[src/rtl/multi_ch_debouncer.sv]
// N-channel switch/button debouncer: 2-flop synchroniser, per-channel qualify FSM,
// registered rise/fall pulses, all sampled on one shared prescaler tick.
module multi_ch_debouncer #(
    parameter int   N_CH         = 4,
    parameter int   TICK_DIV     = 500000,
    parameter int   STABLE_TICKS = 4,
    parameter logic INIT_VAL     = 1'b0
) (
    input  logic            clk,
    input  logic            reset,
    input  logic [N_CH-1:0] in,
    output logic [N_CH-1:0] db_out,
    output logic [N_CH-1:0] rise,
    output logic [N_CH-1:0] fall,
    output logic [N_CH-1:0] busy,
    output logic            tick
);

    localparam int PW = $clog2(TICK_DIV);
    localparam int CW = $clog2(STABLE_TICKS + 1);
    localparam logic [PW-1:0] PCNT_LAST = PW'(TICK_DIV - 1);
    localparam logic [CW-1:0] CNT_LAST  = CW'(STABLE_TICKS - 1);

    typedef enum logic {IDLE, CHECK} state_t;

    logic [PW-1:0]   pcnt_q, pcnt_d;
    logic            tick_q, tick_d;
    logic [N_CH-1:0] sync1_q, sync2_q;

    always_comb begin
        tick_d = (pcnt_q == PCNT_LAST);
        pcnt_d = tick_d ? '0 : pcnt_q + PW'(1);
    end

    always_ff @(posedge clk) begin
        if (reset) begin
            pcnt_q  <= '0;
            tick_q  <= 1'b0;
            sync1_q <= {N_CH{INIT_VAL}};
            sync2_q <= {N_CH{INIT_VAL}};
        end else begin
            pcnt_q  <= pcnt_d;
            tick_q  <= tick_d;
            sync1_q <= in;
            sync2_q <= sync1_q;
        end
    end

    assign tick = tick_q;

    generate
        for (genvar gi = 0; gi < N_CH; gi++) begin : g_ch
            state_t        state_q, state_d;
            logic [CW-1:0] cnt_q, cnt_d;
            logic          db_q, db_d;
            logic          rise_q, rise_d;
            logic          fall_q, fall_d;
            logic          busy_q;
            logic          s;

            assign s = sync2_q[gi];

            // Returning to the committed level wins over a coincident tick.
            always_comb begin
                state_d = state_q;
                cnt_d   = cnt_q;
                db_d    = db_q;
                rise_d  = 1'b0;
                fall_d  = 1'b0;
                if (state_q == IDLE) begin
                    if (s != db_q) begin
                        state_d = CHECK;
                        cnt_d   = '0;
                    end
                end else begin
                    if (s == db_q) begin
                        state_d = IDLE;
                        cnt_d   = '0;
                    end else if (tick_q) begin
                        if (cnt_q == CNT_LAST) begin
                            db_d    = s;
                            rise_d  = s;
                            fall_d  = ~s;
                            state_d = IDLE;
                            cnt_d   = '0;
                        end else begin
                            cnt_d = cnt_q + CW'(1);
                        end
                    end
                end
            end

            always_ff @(posedge clk) begin
                if (reset) begin
                    state_q <= IDLE;
                    cnt_q   <= '0;
                    db_q    <= INIT_VAL;
                    rise_q  <= 1'b0;
                    fall_q  <= 1'b0;
                    busy_q  <= 1'b0;
                end else begin
                    state_q <= state_d;
                    cnt_q   <= cnt_d;
                    db_q    <= db_d;
                    rise_q  <= rise_d;
                    fall_q  <= fall_d;
                    busy_q  <= (state_d == CHECK);
                end
            end

            assign db_out[gi] = db_q;
            assign rise[gi]   = rise_q;
            assign fall[gi]   = fall_q;
            assign busy[gi]   = busy_q;
        end
    endgenerate

endmodule
[config.mk]
export PLATFORM = sky130hd
export DESIGN_NAME = multi_ch_debouncer
export DESIGN_NICKNAME = d
export VERILOG_FILES = /design/src/rtl/multi_ch_debouncer.sv
export SDC_FILE = /design/constraint.sdc
export NUM_CORES = 1
export LEC_CHECK = 0
export CELL_PAD_IN_SITES_DETAIL_PLACEMENT = 0
export CELL_PAD_IN_SITES_GLOBAL_PLACEMENT = 2
export CORE_MARGIN = 2
export CORE_UTILIZATION = 30
export CTS_BUF_LIST = sky130_fd_sc_hd__clkbuf_16
export DETAILED_ROUTE_END_ITERATION = 8
export PLACE_DENSITY = 0.74
export SYNTH_ARGS = -nofsm -noshare
export SYNTH_HDL_FRONTEND = slang
export SYNTH_SLANG_ARGS = --single-unit
export TNS_END_PERCENT = 20
[constraint.sdc]
create_clock -name clk -period 2.8 [get_ports clk]
set_input_delay 0.42 -clock clk [delete_from_list [all_inputs] [get_ports clk]]
set_output_delay 0.42 -clock clk [all_outputs]
set_load 0.05 [all_outputs]
### Clock nets

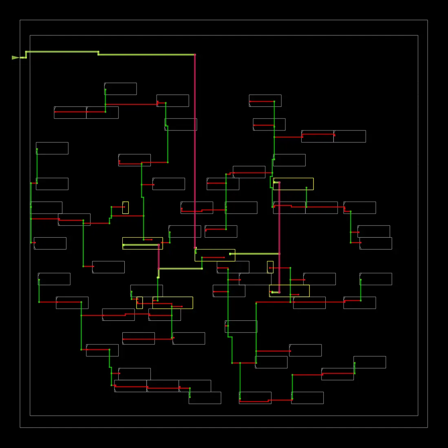
worst-skew pair later-pin latency: 0.29 ns
final worst clock skew: 0.00881 ns

==> flow_summary.ini <==
; implementation run metrics
[yosys]
ys_sh_mux_pct = 1.67
edf_count = 0
fp_nets = 265
synthCells = 254
top_cells_by_count = sky130_fd_sc_hd__dfxtp_1 (56), sky130_fd_sc_hd__nor2_1 (25), sky130_fd_sc_hd__buf_4 (16), sky130_fd_sc_hd__a21oi_1 (13), sky130_fd_sc_hd__nand2_1 (13)
fa_ha_area_share_pct = 2.62
post_synth_simple_gate_area_pct = 24.8
post_synth.cell_area_avg_um2 = 9.41
synth_async_sr_flop_share_pct = 0
top_cell_area_share_pct = 46.9
synth_warnings = 0
yosys-dominant-comb-family = simple AND/OR/NAND/NOR gates
number_of_different_library_cells_in_the_post_synthesis_netlist = 39

[worst_setup_path]
r2r_start = pcnt_q[0]$_SDFF_PP0_
crit_path_max_fanout = 5
slowest_delay_ns = 0.84
r2r-end = pcnt_q[8]$_SDFF_PP0_
crit_path_start_kind = flop
worst-endpoint-required_ns = 2.38
timing.critical_path.slowest_stage_cell = sky130_fd_sc_hd__clkdlybuf4s50_1
regToRegSetupSlack_ns = 0.91

[power]
clock_power_share_pct = 40.4
pwr.group.combinational_mw = 0.0517
clock_power_mw = 0.589
largestPowerGroup = registers
power.switching_fraction_pct = 21.0

[final_layout]
combAreaFraction_pct = 39.2
clkbuf_count = 5
fin_nets = 272
numSequentialCells = 56
drive_gt1_share_pct = 4.96
clk_share_pct = 4.98
footprint_of_the_multi_input_gates_mm2 = 0.00107
largest_cell_class = sequential cells

[floorplanning]
full_die_area_mm2 = 0.00870
placement_rows = 32
die-width_um = 93.3

[global_route]
globalRouteMet2Util_pct = 17.9
grt_pass1_vias = 1672
met3_usage_pct = 2.66
wire_length_of_the_first_global_routing_pass_mm = 7.69

[drt]
wl_met1_mm = 2.18
vias_per_cell = 4.76
detailroute.wirelength.met3_um = 141
detail_route.drc_violations = 0
route.met2.wl_mm = 1.97

[clocking]
cts_sinks = 56
cts_buffer_depth = 2
h-tree-depth = 2
tritoncts = yes

[timing]
hold-worst-slack_ns = 0.431
final_max_slew_viol_count = 0
final-setup-viol-count = 0
rsz0062_at_grt = no
min_period_over_period_pct = 70.2
tns_ns = 0
maxSlewHeadroom_pct = 52.7

[run]
openroad.warnings = 26
number_of_max_capacitance_violations_reported = 0

[placement]
gp_weighted_congestion = 0.789
pre_cts_ws_ns = 0.844
hpwl_mm = 3.01

[min_path]
min_path_cells = 1
hold-path-endpoint = sync2_q[2]$_SDFF_PP0_

[outcome]
outcome = completed
### Signal wires on met1

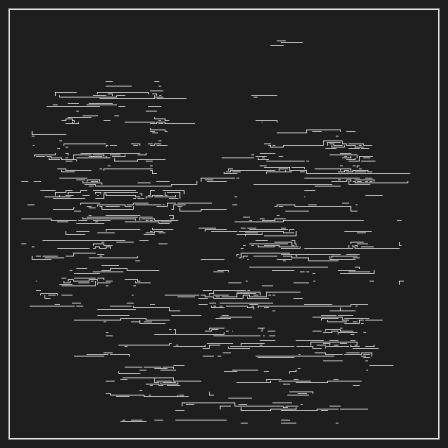
- main direction: horizontal
- share of all routed wire: 50%
- longest straight run: 22.5 um
- wire length on this layer: 2180 um
- nets with wire on the layer: 245
met1 track utilization from global routing: 14.0%
count of vias placed by the detailed router: 1734
detailed-route wire length: 4.36 mm

